==> src/rtl/udp_rx_parser.sv <==
// udp_rx_parser
//   Parses an IPv4 packet byte stream (Ethernet header already removed),
//   accepts UDP datagrams addressed to ip_addr:port, and forwards the payload.
//
//   Ports
//     RX_CLK        clock, rising edge
//     RST_N         asynchronous active-low reset
//     ip_data_v     byte valid; low between frames (falling edge = end of frame)
//     ip_data       IPv4 packet byte, first header byte first
//     ip_addr       own IPv4 address, big-endian
//     port          own UDP port, big-endian
//     rx_udp_data_v payload byte strobe (one cycle after the input byte)
//     rx_udp_data   payload byte
//     src_ip        source IP of last accepted datagram
//     src_port      source port of last accepted datagram
//     rx_udp_len    payload length of last accepted datagram
//     rx_udp_done   pulse: payload fully delivered
//     rx_udp_err    pulse: accepted datagram truncated or malformed
module udp_rx_parser #(
    parameter int OCT = 8
) (
    input  logic             RX_CLK,
    input  logic             RST_N,
    input  logic             ip_data_v,
    input  logic [OCT-1:0]   ip_data,
    input  logic [OCT*4-1:0] ip_addr,
    input  logic [OCT*2-1:0] port,
    output logic             rx_udp_data_v,
    output logic [OCT-1:0]   rx_udp_data,
    output logic [OCT*4-1:0] src_ip,
    output logic [OCT*2-1:0] src_port,
    output logic [OCT*2-1:0] rx_udp_len,
    output logic             rx_udp_done,
    output logic             rx_udp_err
);

    localparam int LW = OCT * 2;
    localparam logic [LW-1:0] UDP_HDR_BYTES = LW'(8);

    typedef enum logic [2:0] {IDLE, IP_HDR, UDP_HDR, PAYLOAD, DROP} state_t;

    state_t             state;
    logic [15:0]        cnt;
    logic               armed;     // set once ip_data_v has been seen low
    logic [3:0]         ihl;
    logic               addr_bad;
    logic [OCT*4-1:0]   sh_ip;
    logic [LW-1:0]      sh_port;
    logic [LW-1:0]      sh_len;

    logic [15:0]        idx;       // IP header byte index (byte 0 is consumed in IDLE)
    logic [15:0]        hdr_last;
    logic [OCT-1:0]     addr_byte;
    logic [OCT-1:0]     port_byte;
    logic               addr_mis;
    logic               proto_bad;

    always_comb begin
        idx      = cnt + 16'd1;
        hdr_last = {10'd0, ihl - 4'd1, 2'b11};
        case (idx[1:0])
            2'd0:    addr_byte = ip_addr[OCT*4-1 -: OCT];
            2'd1:    addr_byte = ip_addr[OCT*3-1 -: OCT];
            2'd2:    addr_byte = ip_addr[OCT*2-1 -: OCT];
            default: addr_byte = ip_addr[OCT-1:0];
        endcase
        port_byte = cnt[0] ? port[OCT-1:0] : port[LW-1 -: OCT];
        addr_mis  = (idx >= 16'd16) && (idx <= 16'd19) && (ip_data != addr_byte);
        proto_bad = (ip_data != OCT'(17));
    end

    always_ff @(posedge RX_CLK or negedge RST_N) begin
        if (!RST_N) begin
            state         <= IDLE;
            cnt           <= '0;
            armed         <= 1'b0;
            ihl           <= '0;
            addr_bad      <= 1'b0;
            sh_ip         <= '0;
            sh_port       <= '0;
            sh_len        <= '0;
            rx_udp_data_v <= 1'b0;
            rx_udp_data   <= '0;
            src_ip        <= '0;
            src_port      <= '0;
            rx_udp_len    <= '0;
            rx_udp_done   <= 1'b0;
            rx_udp_err    <= 1'b0;
        end else begin
            rx_udp_data_v <= 1'b0;
            rx_udp_done   <= 1'b0;
            rx_udp_err    <= 1'b0;
            if (!ip_data_v)
                armed <= 1'b1;

            case (state)
                IDLE: begin
                    // armed blocks the tail of a frame that was cut by reset
                    if (ip_data_v && armed) begin
                        cnt      <= '0;
                        ihl      <= ip_data[3:0];
                        addr_bad <= 1'b0;
                        if (ip_data[OCT-1 -: 4] != 4'd4 || ip_data[3:0] < 4'd5)
                            state <= DROP;
                        else
                            state <= IP_HDR;
                    end
                end

                IP_HDR: begin
                    if (!ip_data_v) begin
                        state <= IDLE;
                        cnt   <= '0;
                    end else begin
                        cnt <= cnt + 16'd1;
                        if (idx >= 16'd12 && idx <= 16'd15)
                            sh_ip <= {sh_ip[OCT*3-1:0], ip_data};
                        if (addr_mis)
                            addr_bad <= 1'b1;
                        // address verdict is taken at byte 19 even if options follow
                        if ((idx == 16'd9 && proto_bad) ||
                            (idx == 16'd19 && (addr_bad || addr_mis))) begin
                            state <= DROP;
                            cnt   <= '0;
                        end else if (idx == hdr_last) begin
                            state <= UDP_HDR;
                            cnt   <= '0;
                        end
                    end
                end

                UDP_HDR: begin
                    if (!ip_data_v) begin
                        state <= IDLE;
                        cnt   <= '0;
                    end else begin
                        cnt <= cnt + 16'd1;
                        case (cnt)
                            16'd0, 16'd1: sh_port <= {sh_port[OCT-1:0], ip_data};
                            16'd2, 16'd3: begin
                                if (ip_data != port_byte) begin
                                    state <= DROP;
                                    cnt   <= '0;
                                end
                            end
                            16'd4, 16'd5: sh_len <= {sh_len[OCT-1:0], ip_data};
                            16'd7: begin
                                cnt <= '0;
                                if (sh_len < UDP_HDR_BYTES) begin
                                    rx_udp_err <= 1'b1;
                                    state      <= DROP;
                                end else begin
                                    src_ip     <= sh_ip;
                                    src_port   <= sh_port;
                                    rx_udp_len <= sh_len - UDP_HDR_BYTES;
                                    if (sh_len == UDP_HDR_BYTES) begin
                                        rx_udp_done <= 1'b1;
                                        state       <= DROP;
                                    end else begin
                                        state <= PAYLOAD;
                                    end
                                end
                            end
                            default: ;
                        endcase
                    end
                end

                PAYLOAD: begin
                    if (!ip_data_v) begin
                        rx_udp_err <= 1'b1;
                        state      <= IDLE;
                        cnt        <= '0;
                    end else begin
                        rx_udp_data_v <= 1'b1;
                        rx_udp_data   <= ip_data;
                        cnt           <= cnt + 16'd1;
                        if ((cnt + 16'd1) == 16'(rx_udp_len)) begin
                            rx_udp_done <= 1'b1;
                            state       <= DROP;
                            cnt         <= '0;
                        end
                    end
                end

                DROP: begin
                    if (!ip_data_v) begin
                        state <= IDLE;
                        cnt   <= '0;
                    end
                end

                default: begin
                    state <= IDLE;
                    cnt   <= '0;
                end
            endcase
        end
    end

endmodule
==> config.mk <==
export PLATFORM = sky130hd
export DESIGN_NAME = udp_rx_parser
export DESIGN_NICKNAME = d
export VERILOG_FILES = /design/src/rtl/udp_rx_parser.sv
export SDC_FILE = /design/constraint.sdc
export NUM_CORES = 1
export LEC_CHECK = 0
export ABC_AREA = 1
export CORE_AREA = 2 2 137 139
export CTS_CLUSTER_DIAMETER = 120
export DETAILED_ROUTE_END_ITERATION = 10
export DIE_AREA = 0 0 139 141
export PLACE_DENSITY = 0.77
export SKIP_CTS_REPAIR_TIMING = 1
export SYNTH_ARGS = -nofsm -noshare
export SYNTH_HDL_FRONTEND = slang
export SYNTH_SLANG_ARGS = --single-unit
==> constraint.sdc <==
create_clock -name RX_CLK -period 2.3 [get_ports RX_CLK]
set_input_delay 0.345 -clock RX_CLK [delete_from_list [all_inputs] [get_ports RX_CLK]]
set_output_delay 0.345 -clock RX_CLK [all_outputs]
set_load 0.005 [all_outputs]
==> run_1/power_grid.png <==
Scale bar: 50 um. Pins as bars on the die edge.
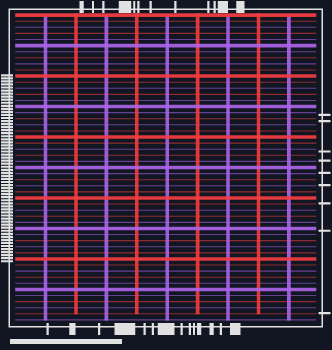
Red stands for VDD. Purple stands for VSS.
134 signal pins sit on the boundary. 9 straps on met4. 10 straps on met5. 51 met1 rails follow the rows. The core has 50 rows.
total core area: 0.0183 sq mm
largest voltage drop on the vdd net: 0.488 mV
die span in x: 139 um

==> run_1/placement_by_type.png <==
Fill, decap, tap and diode cells in gray.
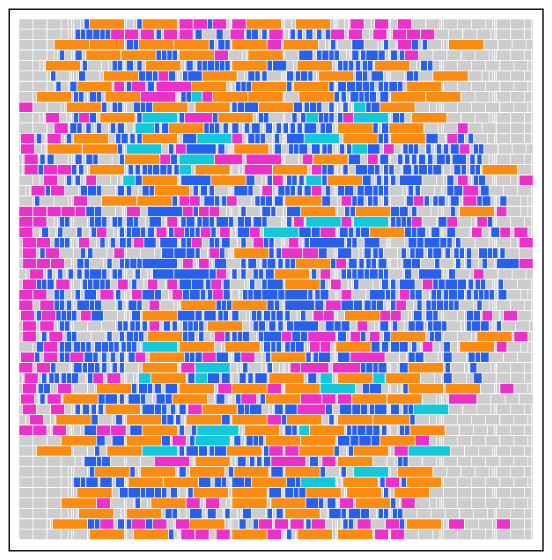
Cyan stands for clock drivers and dummy loads, cells 32, share of their area 5.1%. Orange stands for sequential cells, cells 164, share of their area 35%. Blue stands for combinational and other logic, cells 947, share of their area 40%. Magenta stands for remaining buffers and delay cells, cells 245, share of their area 20%.

==> notes.md, run 1 <==
The following summarizes the physical implementation.

STA
The measured slew at the worst slew-check pin is 0.483 ns. Setup repair after global routing could not meet its margin everywhere. The count of endpoints failing setup in the final report is 42. The worst setup slack after layout is -0.146 ns.

Worst setup path
The worst setup path is captured at a flop. The most prevalent standard cell on the critical path is sky130_fd_sc_hd__nand2_1. The worst setup path is of the reg -> reg kind. The critical path starts at cnt[0]. For the worst setup path, the data required time is around 2.6 ns. The kind of launch point of the worst setup path is a flop.

Synth
The synthesis report lists the most area-consuming cells as sky130_fd_sc_hd__dfrtp_1 (46%), sky130_fd_sc_hd__nand2_1 (14%), sky130_fd_sc_hd__inv_1 (6.6%), sky130_fd_sc_hd__o21ai_0 (3.9%), sky130_fd_sc_hd__nand3_1 (3.7%). The post-synth count of flops with an enable pin is 0. The count of synthesis-stage warnings from yosys is 0.

Post-synth the commonest register cell is sky130_fd_sc_hd__dfrtp_1. In the Yosys report the total cell count is roughly 1200. Synthesis produced roughly 1200 cells.

Layout
The net count of the finished layout is approximately 1400. The sequential cell area in the final layout is between 0.004 and 0.005 sq mm. The fraction of cell area in sequential cells is reported as 0.338. The layout report lists the non-clock buffer share of cell area as 0.199. The final layout report lists a clock buffer count of 18. The proportion of layout cells with a drive suffix above 1 is 0.192.

Floorplanning
The number of placement rows is around 50. The number of top-level pins is about 130. The tap cell instance count is ~230.

Global routing
Routing resource usage on met1 recorded by global route was 0.352. Per the GRT congestion report, total overflow comes to 0.

Power and ir drop
The switching portion of total power comes to 0.275.

Placed design
Logged for this run, the post-placement worst setup slack is -0.219 ns. After detailed placement, the total cell area comes to roughly 0.011 sq mm.

Routing
The number of detailed-routing iterations run before antenna repair is 5.

Worst hold path
The tightest min-delay check is of the in -> async type.

Job
The number of OpenROAD warnings is 32.

Status
The flow ran to the end, but the final reports show violations. The final reports fail on negative setup slack.

CTS
The number of H-tree branching levels is 4.
==> run_1/clk_routes.png <==
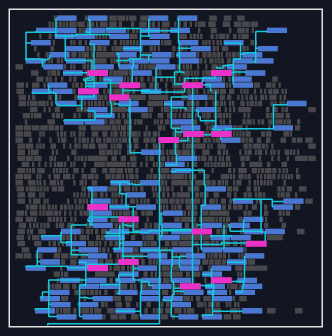
Cyan stands for clock wires, length 1960 um. Blue stands for flip-flops, count 164. Magenta stands for clock drivers, count 17.
There are 18 routed clock nets.
Clk Latency, worst-skew pair: 0.43 ns
clock network power consumption: 2.92 mW

[run 1: sequential cells by signal, summed over array words and instances (netlist names)]
name and cells:
rx_udp_len 16, addr_bad 1, rx_udp_done 1, rx_udp_err 1, sh_len 16, state 3, cnt 16, src_ip 32
sh_port 16, rx_udp_data 8, armed 1, sh_ip 32, ihl 4, src_port 16, rx_udp_data_v 1
[run 1: power groups by stage]
stage / Sequential (mW) / Combinational [mW] / Clock (mW)
6_report: 3.20 / 1.01 / 2.92
5_1_grt: 3.22 / 1.15 / 3.10
4_1_cts: 3.19 / 0.988 / 2.95
3_5_place_dp: 3.25 / 0.975 / 0
3_3_place_gp: 3.24 / 0.949 / 0
2_1_floorplan: 3.20 / 0.587 / 0
--- run 2 (diff from run 1) ---
--- a/config.mk
+++ b/config.mk
@@ -5,12 +5,11 @@
 export SDC_FILE = /design/constraint.sdc
 export NUM_CORES = 1
 export LEC_CHECK = 0
-export ABC_AREA = 1
-export CORE_AREA = 2 2 137 139
+export CORE_AREA = 3 3 135 137
 export CTS_CLUSTER_DIAMETER = 120
 export DETAILED_ROUTE_END_ITERATION = 10
-export DIE_AREA = 0 0 139 141
-export PLACE_DENSITY = 0.77
+export DIE_AREA = 0 0 138 140
+export PLACE_DENSITY = 0.76
 export SKIP_CTS_REPAIR_TIMING = 1
 export SYNTH_ARGS = -nofsm -noshare
 export SYNTH_HDL_FRONTEND = slang
==> run 2 against run 1 <==
The run still ends with negative setup slack left. Clock power down 2%. Register-to-register slack worse by 0.60 ns. Worst hold slack worse by 0.054 ns.
==> notes.md, run 2 <==
The following summarizes the physical implementation.

Floorplanning
For reference, the placement row count at floorplan is 48. The number of top-level pins is approximately 130. The floorplan step defined a core boundary enclosing 0.0172 sq mm. The floorplan report lists the tap cell count as ~230. From left edge to right edge, the die measures 138 um.

CTS
At the later pin of the worst-skew pair, clock insertion delay measures 0.44 ns. The number of buffers on the longest clock path is 2. The library cell used as clock root buffer is sky130_fd_sc_hd__clkbuf_16.

Routing
Wires add up to 23500 um. The uppermost metal layer occupied by signal nets is met4. The first detailed-routing pass ran for 8 iterations. In the final routing, the length of wire on met1 measures between 10000 and 15000 um. The script logs the mean routed wire length per placed instance as about 20 um.

Synth
The cell count listed in synth_stat.txt is 686. The synthesized netlist cell count is slightly below 700. The most numerous cell in the Yosys netlist is sky130_fd_sc_hd__dfrtp_1. The adder and majority gate portion of the synthesized area is 0.0121. The post-synthesis instance area is around 0.0083 sq mm. Post-synth the commonest register cell is sky130_fd_sc_hd__dfrtp_1. During synthesis, Yosys emitted a total of 0 warnings. Per the synthesis report, the XOR/XNOR share of the synthesized area is 0.0708. The main area contributors are sky130_fd_sc_hd__dfrtp_1 (49%), sky130_fd_sc_hd__mux2_2 (15%), sky130_fd_sc_hd__xnor2_1 (3.9%), sky130_fd_sc_hd__mux2_4 (2.9%), sky130_fd_sc_hd__nand2_1 (2.2%). The number of enable flip-flop cells is 0.

STA
Setup repair after global routing could not meet its margin everywhere. The measured slew at the worst slew-check pin is between 0.5 and 0.6 ns. In this build the clock could be raised as far as around 0.33 GHz. The worst setup slack after layout is -0.750 ns. The count of endpoints failing setup in the final report is approximately 140.

Layout
The proportion of layout cells with a drive suffix above 1 is 0.376. The layout net count is just over 1000. Leaving out filler cells and counting taps, the final layout contains 1191.

Of the total standard cell area in the layout, the sequential portion is 0.348. The fraction of final cell area spent on non-clock buffers in this run is 0.227. Per the cell usage report, the commonest logic cell in the layout is sky130_fd_sc_hd__dfrtp_1.

The sequential cell area in the final layout is around 0.0041 sq mm. The number of logic inverters in the finished layout is 27. Per the layout report, the design carries 17 clock buffers. The total number of multi-input combinational cells is 453. The largest registers in the layout are sh_ip: 32 flops, src_ip: 32 flops.

Worst setup path
For reference, the most critical setup path is categorized as reg -> reg. The nature of the critical path endpoint is a flop. The data required time of the critical path is between 2 and 3 ns. The kind of launch point of the worst setup path is a flop. The worst-path maximum fanout is 6. The logic depth of the worst setup path including buffers is 13. By instance count, the cell type seen most on the critical path is sky130_fd_sc_hd__buf_4. The most critical setup path has its startpoint at cnt[1].

Global routing
For this run, global-route usage on met1 was measured as 0.307. Global routing finished with a remaining overflow of 0. In the global route stage, overall resource usage came out at 0.239.

Placed design
Timing analysis after detailed placement gives a worst setup slack of -0.911 ns. After detailed placement, the total cell area comes to ~0.011 sq mm.

Power and ir drop
The largest vdd supply drop is 0.626 mV.

Job
The number of OpenROAD warnings is 33.

Status
The flow ran to the end, but the final reports show violations. The final reports fail on negative setup slack.

Worst hold path
In this run the worst hold path is classified as in -> async.
==> run 2: cell count changes after synthesis, moves of 37 or more <==
cell,previous run,this run
sky130_fd_sc_hd__o21ai_0,70,23
sky130_fd_sc_hd__nand3_1,66,9
sky130_fd_sc_hd__mux2_2,0,108
sky130_fd_sc_hd__nand2_1,323,48
sky130_fd_sc_hd__nor2_1,84,26
sky130_fd_sc_hd__inv_1,157,27
sky130_fd_sc_hd__nand4_1,49,12
==> run 2: report_power, final <==
group          leakage (nW)  switching [mW]  internal, mW
clock                 0.294            1.39          1.48
combinational          3.07           0.361         0.363
sequential             2.27          0.0464          2.93
total                  5.64            1.80          4.77
==> run_2/power_grid.png <==
Scale bar: 50 um. Pins as bars on the die edge.
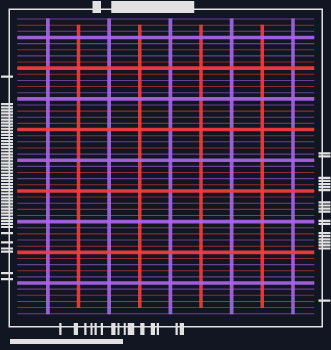
Red stands for VDD. Purple stands for VSS.
49 met1 rails follow the rows. 9 straps on met4. The core has 48 rows.

No activity file was given, so power comes from the tool's default toggle rates.
